run_1/clock_wires.png
(3 px per um)
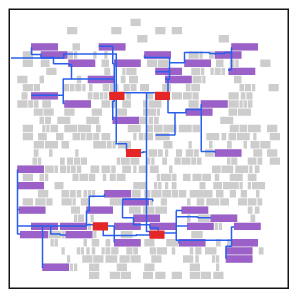
run_1/m2.png
(4 px per um)
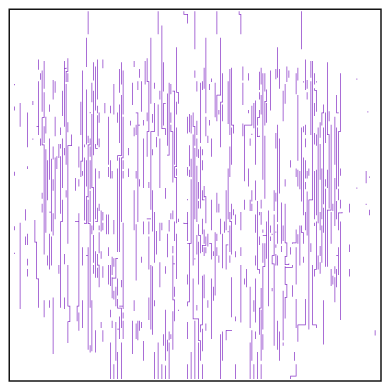
run_1/port_trees.png
(4 px per um)
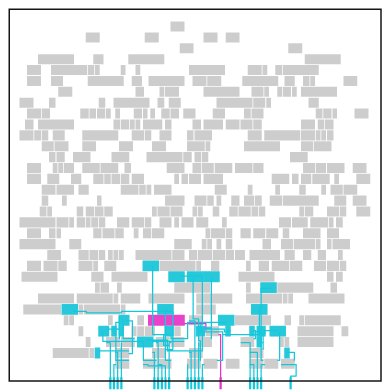
## src/rtl/clk_div_prog.sv

```systemverilog
// Programmable clock-enable divider: one-cycle TICK strobe every N enabled
// cycles, registered near-50% square wave, runtime divisor load with
// validity check, and an optional one-shot mode that parks in a DONE state.
// Everything runs on CLK; no derived clocks are produced.
module clk_div_prog #(
  parameter int unsigned WIDTH       = 19,
  parameter int unsigned DEFAULT_DIV = 262144
) (
  input  logic             CLK,
  input  logic             RST_N,
  input  logic             EN,
  input  logic             LOAD,
  input  logic [WIDTH-1:0] DIV_IN,
  input  logic             ONESHOT,
  output logic             TICK,
  output logic             SQ_OUT,
  output logic             DONE,
  output logic             LOAD_ERR,
  output logic [WIDTH-1:0] CNT
);

  // A divisor below 2 would make div-1 underflow; above 2^WIDTH-1 it cannot be held.
  localparam bit DivTooSmall = (DEFAULT_DIV < 2);
  localparam bit DivTooBig   = (WIDTH < 32) && (DEFAULT_DIV > ((32'd1 << WIDTH) - 32'd1));

  if (DivTooSmall || DivTooBig) begin : gen_bad_default_div
    $error("clk_div_prog: DEFAULT_DIV must satisfy 2 <= DEFAULT_DIV <= 2^WIDTH-1");
  end

  localparam logic [WIDTH-1:0] DefDiv = WIDTH'(DEFAULT_DIV);

  typedef enum logic [0:0] {
    StRun,
    StDone
  } state_e;

  state_e           state_q, state_d;
  logic [WIDTH-1:0] div_q, div_d;
  logic [WIDTH-1:0] cnt_q, cnt_d;
  logic             tick_q, tick_d;
  logic             sq_q, sq_d;
  logic             err_q, err_d;

  logic             load_ok;
  logic             wrap;
  logic [WIDTH-1:0] cnt_inc;

  assign load_ok = LOAD && (DIV_IN >= WIDTH'(2));
  assign wrap    = (cnt_q == (div_q - WIDTH'(1)));
  assign cnt_inc = cnt_q + WIDTH'(1);

  // Next-state: a valid load wins over everything, otherwise run/done behaviour.
  always_comb begin
    state_d = state_q;
    div_d   = div_q;
    cnt_d   = cnt_q;
    tick_d  = 1'b0;
    sq_d    = sq_q;
    err_d   = 1'b0;

    if (load_ok) begin
      div_d   = DIV_IN;
      cnt_d   = '0;
      sq_d    = 1'b0;
      state_d = StRun;
    end else begin
      // A rejected load behaves exactly like no load, apart from the error pulse.
      err_d = LOAD;
      case (state_q)
        StRun: begin
          if (EN) begin
            if (wrap) begin
              // Next count is 0, which is always below div>>1 since div >= 2.
              cnt_d  = '0;
              tick_d = 1'b1;
              sq_d   = 1'b0;
              if (ONESHOT) begin
                state_d = StDone;
              end
            end else begin
              cnt_d = cnt_inc;
              sq_d  = (cnt_inc >= (div_q >> 1));
            end
          end
        end
        StDone: begin
          cnt_d = '0;
          sq_d  = 1'b0;
          // Leaving DONE does not count on this edge; counting resumes next enabled edge.
          if (!ONESHOT) begin
            state_d = StRun;
          end
        end
        default: begin
          state_d = StRun;
        end
      endcase
    end
  end

  // State and output registers, asynchronously reset to the default divisor.
  always_ff @(posedge CLK or negedge RST_N) begin
    if (!RST_N) begin
      state_q <= StRun;
      div_q   <= DefDiv;
      cnt_q   <= '0;
      tick_q  <= 1'b0;
      sq_q    <= 1'b0;
      err_q   <= 1'b0;
    end else begin
      state_q <= state_d;
      div_q   <= div_d;
      cnt_q   <= cnt_d;
      tick_q  <= tick_d;
      sq_q    <= sq_d;
      err_q   <= err_d;
    end
  end

  assign TICK     = tick_q;
  assign SQ_OUT   = sq_q;
  assign DONE     = (state_q == StDone);
  assign LOAD_ERR = err_q;
  assign CNT      = cnt_q;

endmodule

```

## config.mk

```make
export PLATFORM = sky130hd
export DESIGN_NAME = clk_div_prog
export DESIGN_NICKNAME = d
export VERILOG_FILES = /design/src/rtl/clk_div_prog.sv
export SDC_FILE = /design/constraint.sdc
export NUM_CORES = 1
export LEC_CHECK = 0
export ABC_CLOCK_PERIOD_IN_PS = 5720
export CORE_MARGIN = 2
export CORE_UTILIZATION = 40
export DETAILED_ROUTE_END_ITERATION = 12
export GPL_ROUTABILITY_DRIVEN = 1
export SLEW_MARGIN = 20
export SYNTH_ARGS = -nofsm -noshare
export SYNTH_HDL_FRONTEND = slang
export SYNTH_SLANG_ARGS = --single-unit
```

## constraint.sdc

```tcl
create_clock -name CLK -period 5.72 [get_ports CLK]
set_clock_uncertainty 0.05 [all_clocks]
set_input_delay 0.858 -clock CLK [delete_from_list [all_inputs] [get_ports CLK]]
set_output_delay 0.858 -clock CLK [all_outputs]
set_load 0.1 [all_outputs]
```

==> flow_metrics.tcl, run 1 <==
# implementation run metrics
set metrics [dict create \
    status "completed" \
    max_freq_mhz 279 \
    initCoreUtil_pct 41.0 \
    grt_pass1_wl_um 13000 \
    drive_gt1_share_pct 7.67 \
    relSlewSlack_pct 34.6 \
    ys_cells 352 \
    grt_pass1_vias 2617 \
    avgViaCountPerCell 5.44 \
    worstReg2RegStart "CNT[0]" \
    synth_cells 352 \
    coreArea_um2 7650 \
    end_kind "register" \
    synth_adder_area_share_pct 7.98 \
    grtUsageTotal_pct 19.1 \
    antenna_found_initial 0 \
    clk_latency_ps 300 \
    pwr_density_cell_nw_per_um2 179 \
    drc_errors 0 \
    worst_slew_pin_slew_ps 981 \
    gp_congestion 0.815 \
    ant_nets 0 \
    area_growth_pct 19.2 \
    flop_cell "dfrtp_1" \
    nets 434 \
    hold_violations 0 \
    cts_setup_buffers 0 \
    worst_hold_slack_ps 447 \
    warning_count 26 \
    syn_nets 396 \
    fin_tns_setup_ps 0 \
    min_path_cells 2 \
    cap_violations 0 \
    cts_tree "built" \
    leakagePower_nw 1.66 \
    drtIter0Drc 168 \
    cts_buffers 5 \
    hold_end "SQ_OUT" \
    setup_viol 0 \
    hp-class "register to register" \
    synth.cellmix.compoundShare_pct 16.2 \
    final_cell_mix "nand2_1 (46), clkdlybuf4s50_1 (45), dfrtp_1 (41)" \
    finalMaxSlewViolations 0 \
    synth.area.mux_share_pct 3.59 \
    grt_overflow 0 \
    xor_area_share_pct 8.94 \
    synth_area_um2 3140 \
    cts_resized 0 \
    clk_pin_slew_ps 80 \
    root_buffer "clkbuf_8" \
    h-tree-depth 2 \
    required_ps 5830 \
    dp_hpwl_um 6030 \
    utilization_pct 48.9 \
    start_kind "register" \
    power_mw 0.668 \
    r2r_end "SQ_OUT" \
    area_leaders "dfrtp_1 (33%), ha_1 (8.0%), xnor2_1 (5.6%)" \
    async_flop_share_pct 100 \
    yosysTopAreaCellShare_pct 32.7 \
    synthTopLogicFamily "simple AND/OR/NAND/NOR gates" \
    ys_seq_share_pct 33.6 \
    fillers 740 \
    synth.cellmix.simpleShare_pct 24.1 \
    r2r_slack_ps 2140 \
    hold_buffers 0 \
    finalCriticalPeriod_ps 3580 \
    yosys_warnings 0 \
    clk_path_buf_depth 2 \
    lay_top_count "nand2_1" \
    crit_fanout 7 \
    drt-wirelength-per-cell_um 15.5 \
    rows 32 \
    worst_slack_ps 2140 \
    layout_worst_path_cycle_share_pct 62.6 \
    place_ws_ps 1940 \
    synth.largest_area_cell "dfrtp_1" \
    hp-start "SQ_OUT" \
    numClockSinks 42 \
    ys.flops 42 \
    die_h_um 92.5 \
    worst_r2r_path_depth 13 \
    crit_arrival_ps 3690 \
    insertedDiodeCount 0 \
    die-area_um2 8560 \
    first_pass_iters 4 \
    fp.dieW_um 92.5 \
    vdd_ir_drop_max_v 0.000101 \
    synth-edff-count 0 \
    yosysUniqueCellTypes 58 \
    postSynthAreaPerCell_um2 8.91 \
    grt_max_degree 43 \
    ys_area_um2 3140 \
    rsz0062_at_grt "no" \
    critPathKind "register to register" \
]
Back to the opening pictures, clock_wires.png:
Key: red = clock-net drivers [count 5]; blue = clock wires [length 573 um]; purple = flip-flops [count 42]
Position of the flops: spread over the die. There are 6 routed clock nets.
clock power share: 29.9%
clock-net power: 0.200 mW

Back to the opening pictures, m2.png:
353 nets have wire on it. The layer holds 50% of the routed length. The layer carries 3790 um of wire. The wires run mostly vertical.
WL final: 7640 um
via count: 2680
routing usage on met2: 33.0%

Back to the opening pictures, port_trees.png:
Key: cyan = `DIV_IN` [direction input, edge south, end cells 24, buffers 19, wire 489 um]; magenta = `LOAD_ERR` [direction output, edge south, end cells 1, buffers 1, wire 18.7 um]
IO Pins: 47
I/O Buffers: 46

==> run 1: worst max-delay path by stage <==
stage / from / end / slack, ps / cells after the start
after floorplan: CNT[5] / SQ_OUT / 1980 / 15
after global placement: DIV_IN[15] / CNT[4] / 2020 / 8
after detailed placement: DIV_IN[15] / CNT[1] / 1940 / 8
after CTS: CNT[0] / SQ_OUT / 2130 / 13
after global routing: CNT[0] / SQ_OUT / 1940 / 13
final: CNT[0] / SQ_OUT / 2140 / 13
==> run 1: cell usage after synthesis (2+ instances only) <==
master and instances:
nand2_1 46, dfrtp_1 41, inv_1 23, ha_1 20, xnor2_1 20, nand3_1 16
a21oi_1 13, a32o_1 13, nor2_1 13, xor2_1 12, clkbuf_1 11, mux2_2 10
nor3_1 10, o21ai_0 10, nand2b_1 8, nand4_1 8, a21o_1 5, and3_1 5
a211oi_1 4, and2_1 4, nor2b_1 4, buf_6 3, nor4_1 3, or3_1 3
a211o_1 2, a22oi_1 2, and4_1 2, buf_2 2, nor4_2 2, o2111ai_1 2
o211a_1 2, o21ai_1 2, o221ai_1 2, o22ai_1 2, or2_2 2, or4_1 2
or4b_1 2
==> run 1: routing by layer <==
metal	share of wire (%)	track usage, %	up-vias	wire [um]
met4	1.2	4.98	0	95
met1	47	25.3	1289	3580
li1	-	-	1345	-
met2	50	33.0	39	3790
met3	2.2	2.60	7	166
met5	0	0	-	0
==> run 1: final cells by class <==
| type | instances | area [um^2] | area share [%] |
|---|---|---|---|
| Tap cell | 102 | 128 | 3.42 |
| Inverter | 23 | 86.3 | 2.31 |
| Multi-Input combinational cell | 270 | 1910 | 51.1 |
| Clock buffer | 7 | 86.3 | 2.31 |
| Timing Repair Buffer | 48 | 470 | 12.6 |
| Sequential cell | 42 | 1050 | 28.2 |
| Clock inverter | 1 | 5.00 | 0.134 |
==> run 1: power breakdown <==
part | switching, mW | total (mW) | internal (mW)
registers | 0.0276 | 0.339 | 0.311
clock network | 0.102 | 0.200 | 0.0974
logic | 0.0708 | 0.129 | 0.0586
total | 0.201 | 0.668 | 0.467
==> run 1: per-stage QoR <==
step           instances  cell area [um^2]
2_1_floorplan        352              3140
3_3_place_gp         485              3640
3_5_place_dp         485              3640
4_1_cts              493              3740
5_1_grt              493              3740
6_report             493              3740
==> run 1: sequential cells by signal (all words and copies together) (netlist names) <==
name,count
TICK,1
CNT,19
SQ_OUT,1
div_q,19
DONE,1
LOAD_ERR,1
==> run 1: cells by family after synthesis <==
family,count (synthesis)
muxes,10
xor gates and xnor gates,32
adders and majority gates,20
DFF,42
AOI/OAI and AO/OA,68
buffers and inverters,40
and+or+nand+nor,140
==> run 1: critical path, cell delays in order, from the launching register on <==
cell	delay, ps
dfrtp_1	500
ha_1	230
nand3_1	250
or2_2	380
nand2_1	80
ha_1	240
a21o_1	160
a21oi_1	130
o21ai_0	110
a21o_1	190
a2111oi_0	540
o41ai_1	150
a211oi_1	310
o21ai_0	120
run_1/placed.png
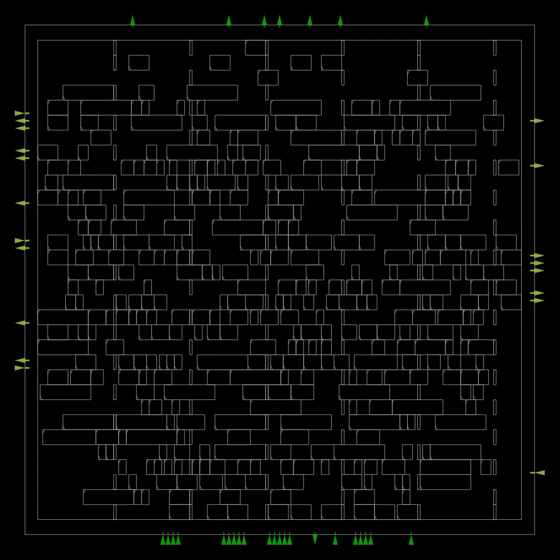

==> run 2: changes to the inputs <==
--- a/config.mk
+++ b/config.mk
@@ -5,7 +5,7 @@
 export SDC_FILE = /design/constraint.sdc
 export NUM_CORES = 1
 export LEC_CHECK = 0
-export ABC_CLOCK_PERIOD_IN_PS = 5720
+export ABC_CLOCK_PERIOD_IN_PS = 3000
 export CORE_MARGIN = 2
 export CORE_UTILIZATION = 40
 export DETAILED_ROUTE_END_ITERATION = 12
==> constraint.sdc (replaced) <==
create_clock -name CLK -period 3 [get_ports CLK]
set_clock_uncertainty 0.05 [all_clocks]
set_input_delay 0.45 -clock CLK [delete_from_list [all_inputs] [get_ports CLK]]
set_output_delay 0.45 -clock CLK [all_outputs]
set_load 0.1 [all_outputs]
run_2/placed.png
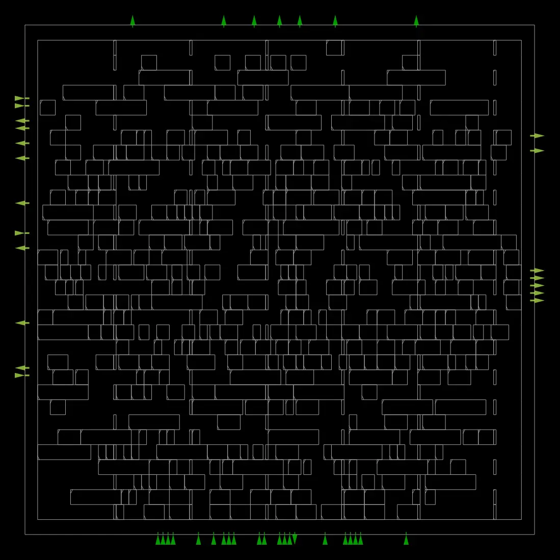
Well Taps: 102
sequential cell area share: 26.9%
row count: 32

==> run 2 against run 1 <==
Compared with the run above: die area unchanged; fmax up 23%; flip-flop count unchanged; global-route usage up 1.4 points; total power up 97%; utilization up 3.7 points; area after synthesis unchanged; critical path type unchanged; largest cell class unchanged.
==> flow_metrics.tcl, run 2 <==
# implementation run metrics
set metrics [dict create \
    crit_family "AND-OR/OR-AND gates" \
    top_cell "nand2_1" \
    grt_overflow 0 \
    relSlewSlack_pct 62.7 \
    die-area_um2 8560 \
    comb_area_um2 2020 \
    worst_slew_pin_slew_ps 560 \
    grt_busiest_layer "met2" \
    path_buffers 0 \
    drtIter0Drc 151 \
    area_leaders "dfrtp_1 (33%), ha_1 (8.0%), xnor2_1 (5.6%)" \
    h-tree-depth 2 \
    synth-edff-count 0 \
    cts_buffers 5 \
    drc_errors 0 \
    nets 459 \
    grt_pass1_wl_um 14100 \
    yosysUniqueCellTypes 58 \
    utilization_pct 52.5 \
    top_cells_by_count "nand2_1 (46), dfrtp_1 (41), inv_1 (23)" \
    pwr_density_cell_nw_per_um2 327 \
    layout_worst_path_cycle_share_pct 96.9 \
    syn_nets 396 \
    cts_tree "built" \
    slowest_delay_ps 520 \
    drive_gt1_share_pct 25.0 \
    critPathKind "register to register" \
    io_buffer_count 46 \
    first_pass_iters 4 \
    leakagePower_nw 1.82 \
    final_cell_mix "buf_4 (50), nand2_1 (46), dfrtp_1 (31)" \
    worstReg2RegStart "CNT[0]" \
    worst_hold_slack_ps 93.1 \
    yosysTopAreaCellShare_pct 32.7 \
    groute.layer.met2.usage_pct 35.5 \
    dp_hpwl_um 6390 \
    required_ps 3130 \
    r2r_slack_ps 90 \
    crit_fanout 4 \
    coreArea_um2 7650 \
    end_kind "register" \
    avgViaCountPerCell 5.36 \
    warning_count 28 \
    async_flop_share_pct 100 \
    design_area_um2 4020 \
    die_h_um 92.5 \
    vias 2776 \
    met1_usage_pct 26.7 \
    hp-class "primary input to async pin" \
    flop_cell "dfrtp_1" \
    cpMaxStageDelayCell "dfrtp_4" \
    vdd_ir_drop_max_v 0.000178 \
    max_freq_mhz 344 \
    status "completed" \
    cp_common_cell "a21o_1" \
    numClockSinks 42 \
    clk_path_buf_depth 2 \
    cap_violations 0 \
    root_buffer "clkbuf_8" \
    gp_congestion 0.828 \
    fp.dieW_um 92.5 \
    rsz0062_at_grt "yes" \
    grtUsageMet3_pct 2.69 \
    yosys_warnings 0 \
    ys_cells 352 \
    wirelength_um 8130 \
    postSynthAreaPerCell_um2 8.91 \
    crit_arrival_ps 3030 \
    dpl_cell_area_um2 3850 \
    initCoreUtil_pct 41.0 \
    clk_pin_slew_ps 80 \
    synth.largest_area_cell "dfrtp_1" \
    finalCriticalPeriod_ps 2910 \
    setup_viol 0 \
    ys.flops 42 \
    startpoint "CNT[0]" \
    grt_pass1_vias 2879 \
    ys_seq_share_pct 33.6 \
    grt_max_degree 43 \
    ys_area_um2 3140 \
    flop_area_um2 1080 \
    synth_cells 352 \
    start_kind "register" \
    ant_nets 0 \
    synth_area_um2 3140 \
    insertedDiodeCount 0 \
    fillers 734 \
    crit_chain "ha_4, nand3_1, or2_4, nand2_1, ha_1, a21o_1, a21oi_1, o21ai_0, a21o_1, a2111oi_4, o41ai_1, a211oi_1, o21ai_1" \
    grtUsageTotal_pct 20.5 \
    hold_violations 0 \
    area_growth_pct 28.1 \
    finalMaxSlewViolations 0 \
    io-pin-count 47 \
    antenna_found_initial 0 \
    drt-wirelength-per-cell_um 15.7 \
    lay_top_count "buf_4" \
]
run_2/clock_wires.png
(3 px per um)
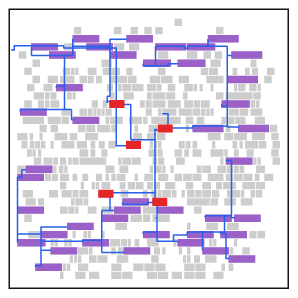
Key: purple = flip-flops [count 42]; blue = clock wires [length 600 um]; red = clock-net drivers [count 5]
Position of the flops: spread over the die.
clock power share: 29.4%
clock-net power: 0.386 mW
Skew-Pair Late Insertion Delay: 300 ps

-- run 2: cell counts after synthesis --
No cell type changed its count.
-- run 2: through the flow --
stage	power (mW)	setup WS [ps]	TNS [ps]	instances
CTS	1.32	19.6	0	515
finish	1.31	92.9	0	518
detailed placement	0.933	-64.0	-64.0	507
global route	1.38	-131	-245	518
floorplan	0.816	-19.7	-19.7	352
global placement	0.927	-55.1	-55.1	507
-- run 2: worst paths after layout --
check,end,cells past startpoint
setup / recovery,SQ_OUT,13
hold reg to reg,SQ_OUT,2
setup reg to reg,SQ_OUT,13
hold / removal,CNT[16],1
max in group asynchronous,CNT[4],1
min in group CLK,SQ_OUT,2
-- run 2: kinds of logic (layout without fill, tap and decap cells) --
family          count (synthesis)  count (layout)  share of synthesized area [%]
compound gates                 68              68                           16.2
xor+xnor                       32              32                           8.94
fa+ha+maj                      20              20                           7.98
buf+inv                        40             104                           5.59
flops                          42              42                           33.6
mux                            10              10                           3.59
simple gates                  140             140                           24.1
-- run 2: final cells by class --
cell class	instances	share of cell area, %
clock inverters	1	0.125
repair buffers	73	15.3
well taps	102	3.18
multi-input cells	270	50.2
inverters	23	2.15
clock buffers	7	2.15
flip-flops and latches	42	26.9
-- run 2: power breakdown --
| group | internal, mW | switching [mW] | leakage (nW) |
|---|---|---|---|
| registers | 0.595 | 0.0407 | 0.527 |
| clock network | 0.186 | 0.200 | 0.0482 |
| logic | 0.136 | 0.156 | 1.25 |
-- run 2: repair_timing --
action / in CTS / in global routing
pin swaps: 0 / 1
endpoints found under the hold margin: 0 / 0
gates resized: 2 / 8
endpoints found under the setup margin: 1 / 21
hold buffers: 0 / 0
setup buffers: 0 / 3
-- run 2: layer usage --
| metal | share of wire, % | wire, um | vias up |
|---|---|---|---|
| li1 | - | - | 1392 |
| met2 | 49 | 4010 | 36 |
| met5 | 0 | 0 | - |
| met3 | 2.2 | 176 | 15 |
| met1 | 46 | 3770 | 1333 |
| met4 | 2.1 | 174 | 0 |
No activity file was given, so power comes from the tool's default toggle rates.
